--- src/rtl/fir_cfg_loader.sv ---
// fir_cfg_loader: responder side of the FIR band/filter-select change detector.
// When enable is seen in IDLE, the requested config is staged, TAPS coefficients
// are fetched from the coefficient generator and written into the coefficient RAM.
// The staged config is then committed to the shadow outputs. The shadow outputs
// feed back to the detector and close the loop.
//
// Coefficient handshake: coef_req is held high for the whole LOAD phase with
// coef_idx naming the requested tap. A cycle with coef_req and coef_ack both high
// transfers coef_data for that coef_idx, and coef_idx advances on the next cycle.
// coef_ack while coef_req is low carries no meaning and is ignored.
module fir_cfg_loader #(
    parameter int TAPS    = 32,
    parameter int CW      = 16,
    parameter int TIMEOUT = 255
) (
    input  logic                    clk,
    input  logic                    reset,
    input  logic                    enable,
    input  logic [15:0]             bandlow,
    input  logic [15:0]             bandhi,
    input  logic [1:0]              filter_select,
    output logic [15:0]             bandlowo,
    output logic [15:0]             bandhio,
    output logic [1:0]              filter_selecto,
    output logic [15:0]             cfg_bandlow,
    output logic [15:0]             cfg_bandhi,
    output logic [1:0]              cfg_fsel,
    output logic                    coef_req,
    output logic [$clog2(TAPS)-1:0] coef_idx,
    input  logic                    coef_ack,
    input  logic [CW-1:0]           coef_data,
    output logic                    coef_we,
    output logic [$clog2(TAPS)-1:0] coef_waddr,
    output logic [CW-1:0]           coef_wdata,
    output logic                    filt_hold,
    output logic                    done,
    output logic                    cfg_err,
    output logic [1:0]              dbg_state
);

    localparam int IW = $clog2(TAPS);
    localparam int TW = $clog2(TIMEOUT + 1);

    typedef enum logic [1:0] {
        S_IDLE   = 2'd0,
        S_LOAD   = 2'd1,
        S_COMMIT = 2'd2
    } state_t;

    state_t          state_q;
    logic [IW-1:0]   idx_q;
    logic [TW-1:0]   timer_q;
    logic [TW-1:0]   timer_d;
    logic            tmo_hit;
    logic            idx_last;

    logic [15:0]     shadow_bandlow_q;
    logic [15:0]     shadow_bandhi_q;
    logic [1:0]      shadow_fsel_q;
    logic [15:0]     staged_bandlow_q;
    logic [15:0]     staged_bandhi_q;
    logic [1:0]      staged_fsel_q;

    logic            coef_req_q;
    logic            coef_we_q;
    logic [IW-1:0]   coef_waddr_q;
    logic [CW-1:0]   coef_wdata_q;
    logic            filt_hold_q;
    logic            done_q;
    logic            cfg_err_q;

    // Ack-wait timer step and end-of-load / timeout conditions.
    always_comb begin
        timer_d  = timer_q + 1'b1;
        tmo_hit  = (timer_q == TW'(TIMEOUT - 1));
        idx_last = (idx_q == IW'(TAPS - 1));
    end

    // Loader FSM: every output is a register updated here.
    always_ff @(posedge clk or posedge reset) begin
        if (reset) begin
            state_q          <= S_IDLE;
            idx_q            <= '0;
            timer_q          <= '0;
            shadow_bandlow_q <= '0;
            shadow_bandhi_q  <= '0;
            shadow_fsel_q    <= '0;
            staged_bandlow_q <= '0;
            staged_bandhi_q  <= '0;
            staged_fsel_q    <= '0;
            coef_req_q       <= 1'b0;
            coef_we_q        <= 1'b0;
            coef_waddr_q     <= '0;
            coef_wdata_q     <= '0;
            filt_hold_q      <= 1'b0;
            done_q           <= 1'b0;
            cfg_err_q        <= 1'b0;
        end else begin
            // Strobes and pulses are single-cycle unless re-asserted below.
            coef_we_q <= 1'b0;
            done_q    <= 1'b0;
            cfg_err_q <= 1'b0;
            case (state_q)
                S_IDLE: begin
                    if (enable) begin
                        // Inputs are captured only here; later changes wait for the next load.
                        staged_bandlow_q <= bandlow;
                        staged_bandhi_q  <= bandhi;
                        staged_fsel_q    <= filter_select;
                        idx_q            <= '0;
                        timer_q          <= '0;
                        coef_req_q       <= 1'b1;
                        filt_hold_q      <= 1'b1;
                        state_q          <= S_LOAD;
                    end
                end
                S_LOAD: begin
                    if (coef_ack) begin
                        coef_we_q    <= 1'b1;
                        coef_waddr_q <= idx_q;
                        coef_wdata_q <= coef_data;
                        timer_q      <= '0;
                        if (idx_last) begin
                            // Last tap: commit so the shadow is visible together with done.
                            shadow_bandlow_q <= staged_bandlow_q;
                            shadow_bandhi_q  <= staged_bandhi_q;
                            shadow_fsel_q    <= staged_fsel_q;
                            done_q           <= 1'b1;
                            coef_req_q       <= 1'b0;
                            state_q          <= S_COMMIT;
                        end else begin
                            idx_q <= idx_q + 1'b1;
                        end
                    end else if (tmo_hit) begin
                        // Abort leaves the shadow alone, so the detector keeps enable high and we retry.
                        cfg_err_q   <= 1'b1;
                        coef_req_q  <= 1'b0;
                        filt_hold_q <= 1'b0;
                        timer_q     <= '0;
                        state_q     <= S_IDLE;
                    end else begin
                        timer_q <= timer_d;
                    end
                end
                S_COMMIT: begin
                    filt_hold_q <= 1'b0;
                    state_q     <= S_IDLE;
                end
                default: begin
                    coef_req_q  <= 1'b0;
                    filt_hold_q <= 1'b0;
                    state_q     <= S_IDLE;
                end
            endcase
        end
    end

    assign bandlowo       = shadow_bandlow_q;
    assign bandhio        = shadow_bandhi_q;
    assign filter_selecto = shadow_fsel_q;
    assign cfg_bandlow    = staged_bandlow_q;
    assign cfg_bandhi     = staged_bandhi_q;
    assign cfg_fsel       = staged_fsel_q;
    assign coef_req       = coef_req_q;
    assign coef_idx       = idx_q;
    assign coef_we        = coef_we_q;
    assign coef_waddr     = coef_waddr_q;
    assign coef_wdata     = coef_wdata_q;
    assign filt_hold      = filt_hold_q;
    assign done           = done_q;
    assign cfg_err        = cfg_err_q;
    assign dbg_state      = state_q;

endmodule

--- config.mk ---
export PLATFORM = sky130hd
export DESIGN_NAME = fir_cfg_loader
export DESIGN_NICKNAME = d
export VERILOG_FILES = /design/src/rtl/fir_cfg_loader.sv
export SDC_FILE = /design/constraint.sdc
export NUM_CORES = 1
export LEC_CHECK = 0
export CAP_MARGIN = 20
export CORE_ASPECT_RATIO = 0.6
export CORE_MARGIN = 2
export CORE_UTILIZATION = 45
export CTS_BUF_LIST = sky130_fd_sc_hd__clkbuf_16
export DETAILED_ROUTE_END_ITERATION = 6
export PLACE_DENSITY_LB_ADDON = 0.25
export SETUP_SLACK_MARGIN = 0.1
export SYNTH_ARGS = -nofsm -noshare
export SYNTH_HDL_FRONTEND = slang
export SYNTH_SLANG_ARGS = --single-unit
export TNS_END_PERCENT = 1
--- constraint.sdc ---
create_clock -name clk -period 4.7 [get_ports clk]
set_input_delay 1.41 -clock clk [delete_from_list [all_inputs] [get_ports clk]]
set_output_delay 1.41 -clock clk [all_outputs]
set_load 0.005 [all_outputs]
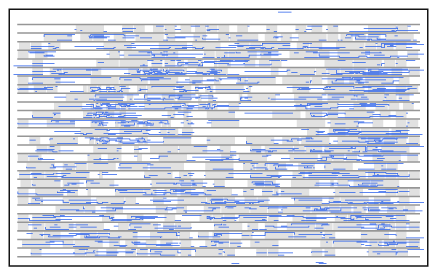
Figure 1: run 1, M1 wires.
Supply wires on this layer in grey.
longest straight run	29.0 um
share of all routed wire	47%
nets with wire on the layer	436
wire length on this layer	4560 um

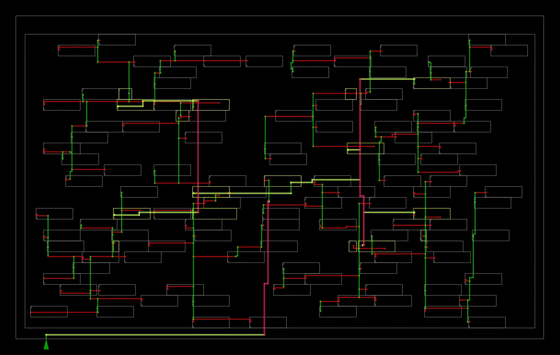
Figure 2: run 1, the clock network.
Num CTS Buffers: 9
clock buffer count: 9
Layout Skew: 0.005335 ns

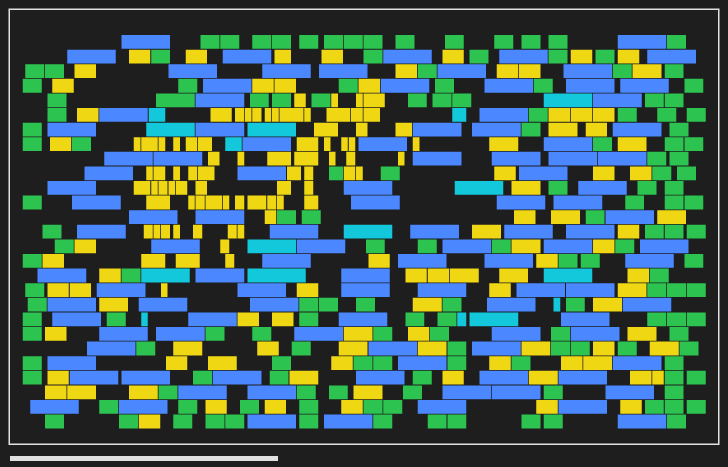
Figure 3: run 1, cells coloured by class.
The bar under the picture is 50 um long.
colour	class	cells	share of their area
cyan	clock drivers and dummy loads	16	4.7%
blue	registers	109	44%
yellow	remaining logic cells	165	26%
green	remaining buffers and delay cells	156	25%

==> flow_summary.yaml, run 1 <==
# implementation run metrics
run_status:
  status: "finished clean"
floorplanning:
  die_area_um2: 10650
  core-area_um2: 9358
  die_h_um: 80.75
  die_x_um: 131.9
global_routing:
  antenna_found_initial: 0
  grt_start_max_net_pins: 56
  gr-total-overflow: 0
yosys:
  yosysSeqAreaShare_pct: 61.74
  edf_count: 0
  ys_cells: 285
  ys_seq_elements: 109
  ys_warn_count: 0
  synth.logic.top_family: "multiplexers"
  avgSynthCellArea_um2: 15.50
  simple_gate_area_share_pct: 5.579
  synthAoiAreaFrac_pct: 2.464
  ys_types: 36
layout:
  comb_area_um2: 1556
  dominant_cells: "sequential cells"
  nets: 499
  area_growth_pct: 43.27
  layout_top_cells: "clkdlybuf4s50_1, dfrtp_1, mux2_2, mux2_4, nand2_1"
  clk_share_pct: 4.625
  antenna_cells: 0
  design.seq.count: 109
  comb_cells: 160
  mostFrequentLayoutCell: "clkdlybuf4s50_1"
power:
  p_leak_nw: 2.721
  p_sw_share_pct: 25.44
  pwr-share-comb_pct: 25.6
  ir_drop_uv: 221.1
  clk-power_mw: 0.742
drt:
  ant_nets: 0
  detail_route.vias_per_cell: 4.918
cts:
  postCtsSetupRepairBufs: 0
  clk_pin_slew_ns: 0.07
  cts.sinks: 109
  hold_buffers: 0
  root_buffer: "clkbuf_16"
  htreeDepth: 3
run:
  maxCapViolations: 0
min_path:
  whs_endpoint: "coef_wdata[2]"
  hp-class: "flop to flop"
sta:
  setup_viol: 0
  maxSlewHeadroom_pct: 46.81
  tns_ns: 0
  rsz0062_at_grt: "no"
  hold_violations: 0
  final_max_slew_viol_count: 0
  fin_crit_sh_pct: 62.18
placed_design:
  place_ws_ns: 1.439
  place_congestion: 0.7824
critical_path:
  critPathMaxStageDelay_ns: 0.60
  r2r_slack_ns: 2.54
  crit_cells: 4
  crit_buf_inv: 2
  critical_path.slowest_cell: "inv_1"
  r2r-end: "bandlowo[7]"
  cpLargestDelayFamily: "buffers and inverters"
[run 1: metrics by stage]
step / utilization, % / cells / hold slack [ns] / total power, mW / area [um2]
floorplan: - / 285 / 0.5041 / 1.492 / 4418
global placement: 64.51 / 560 / 0.4904 / 1.932 / 6037
detailed placement: 64.51 / 560 / 0.4912 / 1.961 / 6037
CTS: 67.64 / 576 / 0.5118 / 2.709 / 6330
global route: 67.64 / 576 / 0.5246 / 2.820 / 6330
finish: 67.64 / 576 / 0.5071 / 2.673 / 6330
[run 1: routing by layer]
| layer | global-route usage (%) | vias up | part of all wire (%) |
|---|---|---|---|
| li1 | - | 1314 | - |
| met1 | 25.88 | 1414 | 47 |
| met2 | 29.48 | 93 | 44 |
| met3 | 6.492 | 12 | 7.4 |
| met4 | 5.217 | 0 | 1.3 |
| met5 | 0 | - | 0 |
Figure 4. Clock network drawn from the DEF (run 1).
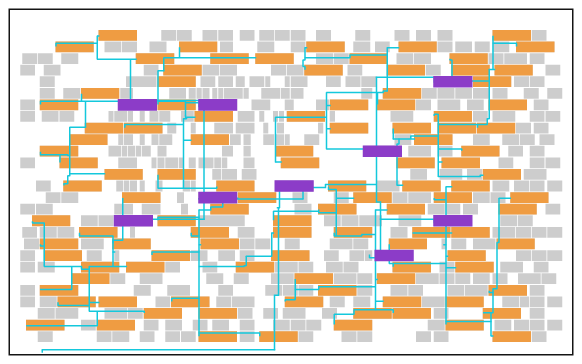

==> run 1 -> run 2 <==
Settings changed: CORE_UTILIZATION 45 to 41.
Clock period 4.7 ns to 2.44 ns, I/O delays scaled along.
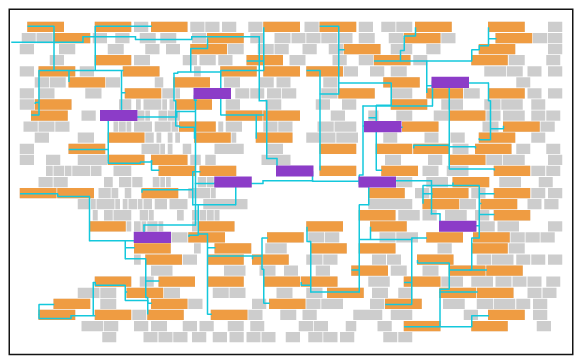
Figure 5: run 2, clock network drawn from the DEF.
[orange] flip-flops | count: 109
[purple] clock-net drivers | count: 9
[cyan] clock wires | length: 1230 um
routed clock nets	10

==> run 2 against run 1 <==
- first-iteration DRC count up 5.3%
- wire length down 2.3%
- synthesized area unchanged
- sequential share of layout area down 0.74 points
- critical path depth down 3
- hold slack worse by 0.0039 ns
- total power up 96%
- via count up 0.14%
==> flow_summary.yaml, run 2 <==
# implementation run metrics
global_routing:
  grt_start_max_net_pins: 110
  gr-total-overflow: 0
  grt_use_met1_pct: 25.23
  grtUsageMet3_pct: 5.191
  top_usage_layer: "met1"
  use_met2_pct: 24.48
  antenna_found_initial: 0
floorplanning:
  die_h_um: 84.41
  core-area_um2: 10520
  die_area_um2: 11650
power:
  p_sw_share_pct: 24.40
  clk-power_mw: 1.49
  ir_drop_uv: 442.8
  pwr-share-comb_pct: 25.5
  p_total_mw: 5.226
  p_leak_nw: 2.759
  powerComb_mw: 1.33
  seqPwrFrac_pct: 46.1
  power-top-group: "registers"
critical_path:
  r2r_slack_ns: 0.57
  end_kind: "primary output"
  critPathMaxStageDelay_ns: 0.56
  crit_buf_inv: 1
  crit_cells: 1
  critical_path.slowest_cell: "clkdlybuf4s50_1"
  endpoint: "dbg_state[1]"
  cpLargestDelayFamily: "buffers and inverters"
  path_max_fanout: 7
  r2r-end: "bandhio[4]"
layout:
  layoutNonFillerInstCount: 588
  nets: 504
  antenna_cells: 0
  layout_top_cells: "clkdlybuf4s50_1, dfrtp_1, mux2_2, mux2_4, nand2_1"
  final_area_um2: 6440
  area_growth_pct: 45.77
  drive_gt1_share_pct: 25.39
  final_util_pct: 61.20
  mostFrequentLayoutCell: "clkdlybuf4s50_1"
yosys:
  avgSynthCellArea_um2: 15.50
  ys_top_cells_by_count: "dfrtp_1, mux2_2, mux2_4"
  ys_cells: 285
  ys_seq_elements: 109
  yosys-stat-area_um2: 4418
  edf_count: 0
  ys_warn_count: 0
  yosysSeqAreaShare_pct: 61.74
placed_design:
  place_ws_ns: 0.1828
  place_congestion: 0.7674
  place_inst: 574
  placed_cell_area_um2: 6137
drt:
  ant_nets: 0
  wl_met2_mm: 4.141
  drt-initial-drc-count: 140
  detail_route.vias_per_cell: 4.825
  top_layer_used: "met4"
  drc: 0
  drt-met1-wl_mm: 4.631
cts:
  htreeDepth: 3
  clk_pin_slew_ns: 0.07
  postCtsSetupRepairBufs: 0
  hold_buffers: 0
  numCtsBuffers: 9
  root_buffer: "clkbuf_16"
  cts.sinks: 109
  clockBufferDepth: 2
min_path:
  hp-class: "flop to flop"
  hp-start: "coef_waddr[3]"
  whs_endpoint: "coef_waddr[3]"
sta:
  holdWs_ns: 0.5032
  tns_ns: 0
  fin_crit_sh_pct: 87.31
  rsz0062_at_grt: "no"
  hold_violations: 0
  final_max_slew_viol_count: 0
  maxSlewHeadroom_pct: 61.06
  finClkSkew_ns: 0.007059
run_status:
  status: "finished clean"
run:
  maxCapViolations: 0
run 2: cell count changes in the layout (fill, tap and decap cells not counted), sizes merged:
cell      before  now
buf            2    7
bufinv         1    2
clkinv         4    2
clkinvlp       1    2
inv            6    4
run 2: cells by family (layout without fill, tap and decap cells):
family	Yosys count	after routing	share of synthesized area, %
muxes	89	89	25.15
xor gates and xnor gates	4	4	0.7931
and+or+nand+nor	45	45	5.579
DFF	109	109	61.74
buffers and inverters	16	180	3.144
adders and majority gates	4	4	1.133
AOI/OAI and AO/OA	18	18	2.464
run 2: area by class of cell:
class,instances,area [um2],area share [%]
Timing Repair Buffer,161,1657,25.72
Clock buffer,9,225.2,3.497
Inverter,5,22.52,0.3497
Multi-Input combinational cell,160,1556,24.17
Clock inverter,5,77.57,1.205
Tap cell,139,173.9,2.701
Sequential cell,109,2728,42.35
Power figures rest on the tool's default switching activity, not on a simulated workload.
